Congestion heat map:
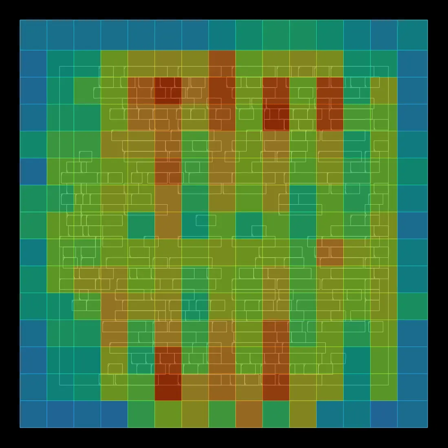
Placement by cell class:
Bar = 20 um.
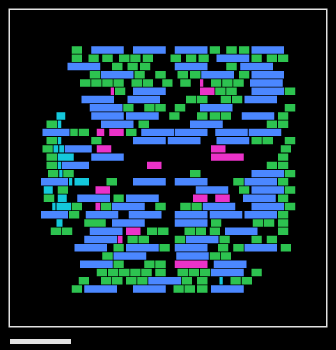
Sequential cells colored by netlist name:
Bar = 20 um. Other sequential cells in the stronger gray, the rest of the logic in the fainter gray.
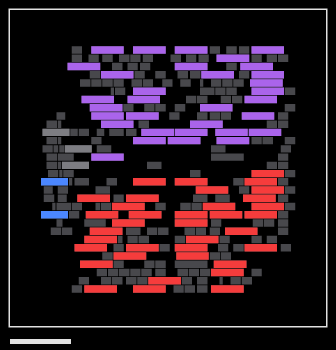
Clock distribution:
Bar = 20 um.
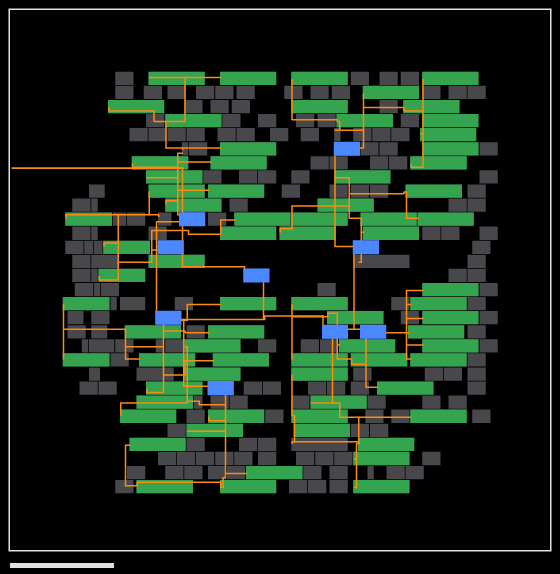
**config.mk**
```make
export PLATFORM = sky130hd
export DESIGN_NAME = axil_write_slave_flat
export DESIGN_NICKNAME = d
export VERILOG_FILES = /design/src/rtl/axi_pkg.sv /design/src/rtl/axil_write_slave_if.sv /design/src/rtl/axil_hold_reg.sv /design/src/rtl/axil_write_slave.sv /design/src/flat_wrapper.sv
export SDC_FILE = /design/constraint.sdc
export NUM_CORES = 1
export LEC_CHECK = 0
export ABC_AREA = 0
export CAP_MARGIN = 20
export CORE_MARGIN = 10
export CORE_UTILIZATION = 32
export DETAILED_ROUTE_END_ITERATION = 16
export HOLD_SLACK_MARGIN = 0.06
export PLACE_DENSITY = 0.81
export SYNTH_ARGS = -nofsm -noshare
export SYNTH_HDL_FRONTEND = slang
export SYNTH_SLANG_ARGS = --single-unit
```
**constraint.sdc**
```tcl
create_clock -name clk -period 2.29 [get_ports clk]
set_input_delay 0.229 -clock clk [delete_from_list [all_inputs] [get_ports clk]]
set_output_delay 0.229 -clock clk [all_outputs]
set_load 0.02 [all_outputs]
```
**src/rtl/axi_pkg.sv**
```systemverilog
// Shared AXI definitions: response codes and the 2-bit response type,
// used by the write responder and the interconnect routers.
package axi_pkg;

  typedef logic [1:0] axi_resp_t;

  localparam axi_resp_t AXI_RESP_OKAY   = 2'b00;
  localparam axi_resp_t AXI_RESP_SLVERR = 2'b10;

  // Map a local decode error onto the AXI response code.
  function automatic axi_resp_t axi_resp_from_err(input logic err);
    return err ? AXI_RESP_SLVERR : AXI_RESP_OKAY;
  endfunction

endpackage

```
**src/rtl/axil_write_slave_if.sv**
```systemverilog
// AXI4-Lite write channels (AW, W, B) between the interconnect and a slave port.
interface axil_write_slave_if #(
  parameter int ADDR_WIDTH = 32,
  parameter int DATA_WIDTH = 32
);
  import axi_pkg::*;

  logic [ADDR_WIDTH-1:0]   s_awaddr;
  logic                    s_awvalid;
  logic                    s_awready;
  logic [DATA_WIDTH-1:0]   s_wdata;
  logic [DATA_WIDTH/8-1:0] s_wstrb;
  logic                    s_wvalid;
  logic                    s_wready;
  axi_resp_t               s_bresp;
  logic                    s_bvalid;
  logic                    s_bready;

  modport master (
    output s_awaddr, s_awvalid, s_wdata, s_wstrb, s_wvalid, s_bready,
    input  s_awready, s_wready, s_bresp, s_bvalid
  );

  modport slave (
    input  s_awaddr, s_awvalid, s_wdata, s_wstrb, s_wvalid, s_bready,
    output s_awready, s_wready, s_bresp, s_bvalid
  );

endinterface

```
**src/rtl/axil_hold_reg.sv**
```systemverilog
// Single-entry valid/ready capture register. Ready is the registered
// inverse of the full flag, so there is no combinational valid->ready path.
module axil_hold_reg #(
  parameter int WIDTH = 32
) (
  input  logic             clk,
  input  logic             rst,
  input  logic             in_valid,
  output logic             in_ready,
  input  logic [WIDTH-1:0] in_data,
  output logic             accept,
  input  logic             clear,
  output logic             full,
  output logic [WIDTH-1:0] data
);

  assign in_ready = !full;
  assign accept   = in_valid && !full;

  // Occupancy flag: set on a handshake, cleared when the write consumes it.
  // NOTE: sequential state uses non-blocking assignments so every flop
  // samples pre-edge values regardless of block evaluation order.
  always_ff @(posedge clk or posedge rst) begin
    if (rst) begin
      full <= 1'b0;
    end else if (accept) begin
      full <= 1'b1;
    end else if (clear) begin
      full <= 1'b0;
    end
  end

  // Payload storage, loaded only on a handshake.
  // NOTE: the payload has no reset; it is only ever observed while full is
  // set, so resetting it would add reset fan-out without changing behaviour.
  always_ff @(posedge clk) begin
    if (accept) begin
      data <= in_data;
    end
  end

endmodule

```
**src/rtl/axil_write_slave.sv**
```systemverilog
// AXI4-Lite write responder: buffers AW and W independently, issues a
// one-cycle local write once both halves are present, then holds a single
// B response until the interconnect accepts it.
module axil_write_slave
  import axi_pkg::*;
#(
  parameter int ADDR_WIDTH = 32,
  parameter int DATA_WIDTH = 32
) (
  input  logic                    clk,
  input  logic                    rst,
  axil_write_slave_if.slave       axil,
  output logic                    wr_en,
  output logic [ADDR_WIDTH-1:0]   wr_addr,
  output logic [DATA_WIDTH-1:0]   wr_data,
  output logic [DATA_WIDTH/8-1:0] wr_strb,
  input  logic                    wr_err
);

  localparam int STRB_WIDTH = DATA_WIDTH / 8;
  localparam int W_WIDTH    = DATA_WIDTH + STRB_WIDTH;

  typedef enum logic [1:0] {
    ST_IDLE  = 2'd0,
    ST_WRITE = 2'd1,
    ST_RESP  = 2'd2
  } state_t;

  state_t               state;
  state_t               state_next;
  logic                 aw_full;
  logic                 aw_accept;
  logic                 w_full;
  logic                 w_accept;
  logic                 buf_clear;
  logic [W_WIDTH-1:0]   w_buf;
  axi_resp_t            bresp_q;

  axil_hold_reg #(.WIDTH(ADDR_WIDTH)) u_aw_buf (
    .clk      (clk),
    .rst      (rst),
    .in_valid (axil.s_awvalid),
    .in_ready (axil.s_awready),
    .in_data  (axil.s_awaddr),
    .accept   (aw_accept),
    .clear    (buf_clear),
    .full     (aw_full),
    .data     (wr_addr)
  );

  axil_hold_reg #(.WIDTH(W_WIDTH)) u_w_buf (
    .clk      (clk),
    .rst      (rst),
    .in_valid (axil.s_wvalid),
    .in_ready (axil.s_wready),
    .in_data  ({axil.s_wstrb, axil.s_wdata}),
    .accept   (w_accept),
    .clear    (buf_clear),
    .full     (w_full),
    .data     (w_buf)
  );

  assign wr_data = w_buf[DATA_WIDTH-1:0];
  assign wr_strb = w_buf[W_WIDTH-1:DATA_WIDTH];

  // State register.
  always_ff @(posedge clk or posedge rst) begin
    if (rst) begin
      state <= ST_IDLE;
    end else begin
      state <= state_next;
    end
  end

  // Next state and write strobe. IDLE looks at this cycle's captures as well
  // as the flags so the write follows the second handshake by one cycle.
  // No response is pending in IDLE, so the B-busy condition is implicit.
  // NOTE: every output of this block gets a default before the case so no
  // path leaves a signal unassigned and no latch is inferred.
  always_comb begin
    state_next = state;
    wr_en      = 1'b0;
    buf_clear  = 1'b0;
    case (state)
      ST_IDLE: begin
        if ((aw_full || aw_accept) && (w_full || w_accept)) begin
          state_next = ST_WRITE;
        end
      end
      ST_WRITE: begin
        wr_en      = 1'b1;
        buf_clear  = 1'b1;
        state_next = ST_RESP;
      end
      ST_RESP: begin
        if (axil.s_bready) begin
          state_next = ST_IDLE;
        end
      end
      default: state_next = ST_IDLE;
    endcase
  end

  // Response code, captured from the local error in the write cycle and
  // held until the B handshake.
  always_ff @(posedge clk or posedge rst) begin
    if (rst) begin
      bresp_q <= AXI_RESP_OKAY;
    end else if (state == ST_WRITE) begin
      bresp_q <= axi_resp_from_err(wr_err);
    end
  end

  assign axil.s_bvalid = (state == ST_RESP);
  assign axil.s_bresp  = bresp_q;

endmodule

```
**src/flat_wrapper.sv**
```systemverilog
// flat-port wrapper written by rule: the top's interface ports become plain ports
module axil_write_slave_flat import axi_pkg::*;
#(
  parameter int ADDR_WIDTH = 32,
  parameter int DATA_WIDTH = 32
)
  (clk, rst, wr_en, wr_addr, wr_data, wr_strb, wr_err, axil_s_awaddr, axil_s_awvalid, axil_s_wdata, axil_s_wstrb, axil_s_wvalid, axil_s_bready, axil_s_awready, axil_s_wready, axil_s_bresp, axil_s_bvalid);
  axil_write_slave_if #(.ADDR_WIDTH(ADDR_WIDTH), .DATA_WIDTH(DATA_WIDTH)) axil_i ();
  input  logic clk;
  input  logic rst;
  output logic wr_en;
  output logic [ADDR_WIDTH-1:0] wr_addr;
  output logic [DATA_WIDTH-1:0] wr_data;
  output logic [DATA_WIDTH/8-1:0] wr_strb;
  input  logic wr_err;
  input wire logic [$bits(axil_i.s_awaddr)-1:0] axil_s_awaddr;
  input wire logic [$bits(axil_i.s_awvalid)-1:0] axil_s_awvalid;
  input wire logic [$bits(axil_i.s_wdata)-1:0] axil_s_wdata;
  input wire logic [$bits(axil_i.s_wstrb)-1:0] axil_s_wstrb;
  input wire logic [$bits(axil_i.s_wvalid)-1:0] axil_s_wvalid;
  input wire logic [$bits(axil_i.s_bready)-1:0] axil_s_bready;
  output wire logic [$bits(axil_i.s_awready)-1:0] axil_s_awready;
  output wire logic [$bits(axil_i.s_wready)-1:0] axil_s_wready;
  output wire logic [$bits(axil_i.s_bresp)-1:0] axil_s_bresp;
  output wire logic [$bits(axil_i.s_bvalid)-1:0] axil_s_bvalid;
  assign axil_i.s_awaddr = axil_s_awaddr;
  assign axil_i.s_awvalid = axil_s_awvalid;
  assign axil_i.s_wdata = axil_s_wdata;
  assign axil_i.s_wstrb = axil_s_wstrb;
  assign axil_i.s_wvalid = axil_s_wvalid;
  assign axil_i.s_bready = axil_s_bready;
  assign axil_s_awready = axil_i.s_awready;
  assign axil_s_wready = axil_i.s_wready;
  assign axil_s_bresp = axil_i.s_bresp;
  assign axil_s_bvalid = axil_i.s_bvalid;
  axil_write_slave #(.ADDR_WIDTH(ADDR_WIDTH), .DATA_WIDTH(DATA_WIDTH)) u_core (.clk(clk), .rst(rst), .axil(axil_i), .wr_en(wr_en), .wr_addr(wr_addr), .wr_data(wr_data), .wr_strb(wr_strb), .wr_err(wr_err));
endmodule
```
==> notes.md <==
impl run done, here's what came out: Setup crit end=wr_en, FF-to-FF End=u_core.u_w_buf.data[34]$_DFFE_PP_, largest stage delay on the critical path=0.63 ns, proportion of synthesized area in mux cells=0.00660, cell area after layout=4100 um2, basic-gate share of the synthesized area counting and, or, nand and nor cells=0.0214, share of the clock period used by the worst path after layout=0.781, clock root buffer=sky130_fd_sc_hd__clkbuf_8, Overflow after GRT=0, maximum number of pins on one net before global-route repair=33, final count of negative-setup-slack endpoints=0, area of the synthesized netlist per yosys stat=2280 um2, die height=104 um, Placement Setup Slack=0.618 ns, count of clock-net buffers in the final layout=9, Reg-to-Reg Start=u_core.u_w_buf.full$_DFFE_PP0P_, Non-Filler Instances=349, Worst R2R Path Depth=2, combinational cell fraction of total power=0.258, CTS buffer count=9, sequential group power=1.79 mW, Post-Synthesis Net Count=164, maximum capacitance violations=0, grt peak-use layer=met2, total clock network power=1.06 mW, Worst Skew=0.00504 ns, register ranked first by flip-flop count=u_core.u_w_buf.data, diodes inserted=0, Pwr Density=938 nW/um2, Peak supply drop=0.692 mV, P_int=2.81 mW, Net Sw Frac=0.268, total of cells resized after clock tree synthesis=0, highest-count logic cell in the final layout=sky130_fd_sc_hd__clkdlybuf4s50_1, Seq area share=0.529, fp_density=0.331, top-level I/O count=148, flip-flop count of the largest register, all copies and words added=36, Largest regs=u_core.u_w_buf.data (36), u_core.u_aw_buf.data (32), u_core.state (2), register-to-register setup slack=0.94 ns, Combinational Power=991 uW, sequential cell fraction of total power=0.467, smallest hold slack=0.0947 ns, largest cell class by area=flip-flops and latches, DRC violation count after routing=0, final setup slack of the worst path=0.502 ns, number of detailed-routing iterations run before antenna repair=3, CP Depth=2, outcome=finished, final reports clean, Tap Cells=96, number of antenna violations at the first check in global routing=0, Pleak=1.44 nW, routed length on met1=2130 um, # Cells Yosys=90, wire length of the first global-routing pass=10000 um, site row count=30, Final Max-Slew Violation Tally=0, Critical Path AT=1.56 ns, fraction of the mapped netlist area in compound gates=0.00825, XOR/XNOR share of the synthesized area=0
About 'congestion heat map':
GR met3 Demand/Resource: 0.0514
met2 track utilization from global routing: 0.250
met1 demand-to-capacity share in global routing: 0.104
final core utilization: 0.596
global-route total usage across every layer: 0.124

About 'placement by cell class':
[magenta] clock drivers and dummy loads | cells: 16
[blue] registers | cells: 73
[green] remaining buffers and delay cells | cells: 148
[cyan] remaining logic cells | cells: 16

About 'sequential cells colored by netlist name':
[blue] `u_core.state` | sequential cells: 2
[purple] `u_core.u_aw_buf.data` | sequential cells: 32
[red] `u_core.u_w_buf.data` | sequential cells: 36

About 'clock distribution':
[orange] clock wires | length: 865 um
[blue] clock-net drivers | count: 9
[green] flip-flops | count: 73
routed clock nets: 10

==> Yosys cell counts <==
cell / n / area share
sky130_fd_sc_hd__and2b_2: 1 / 0.0038
sky130_fd_sc_hd__buf_4: 1 / 0.0033
sky130_fd_sc_hd__a21o_2: 1 / 0.0038
sky130_fd_sc_hd__conb_1: 1 / 0.0016
sky130_fd_sc_hd__nor2_1: 2 / 0.0033
sky130_fd_sc_hd__nor2b_1: 2 / 0.0055
sky130_fd_sc_hd__edfxtp_1: 68 / 0.90
sky130_fd_sc_hd__a21oi_1: 2 / 0.0044
sky130_fd_sc_hd__nor4_1: 1 / 0.0028
sky130_fd_sc_hd__nor2b_4: 1 / 0.0060
sky130_fd_sc_hd__mux2_4: 1 / 0.0066
sky130_fd_sc_hd__dfrtp_1: 5 / 0.055
sky130_fd_sc_hd__inv_1: 4 / 0.0066
Power figures rest on the tool's default switching activity, not on a simulated workload.
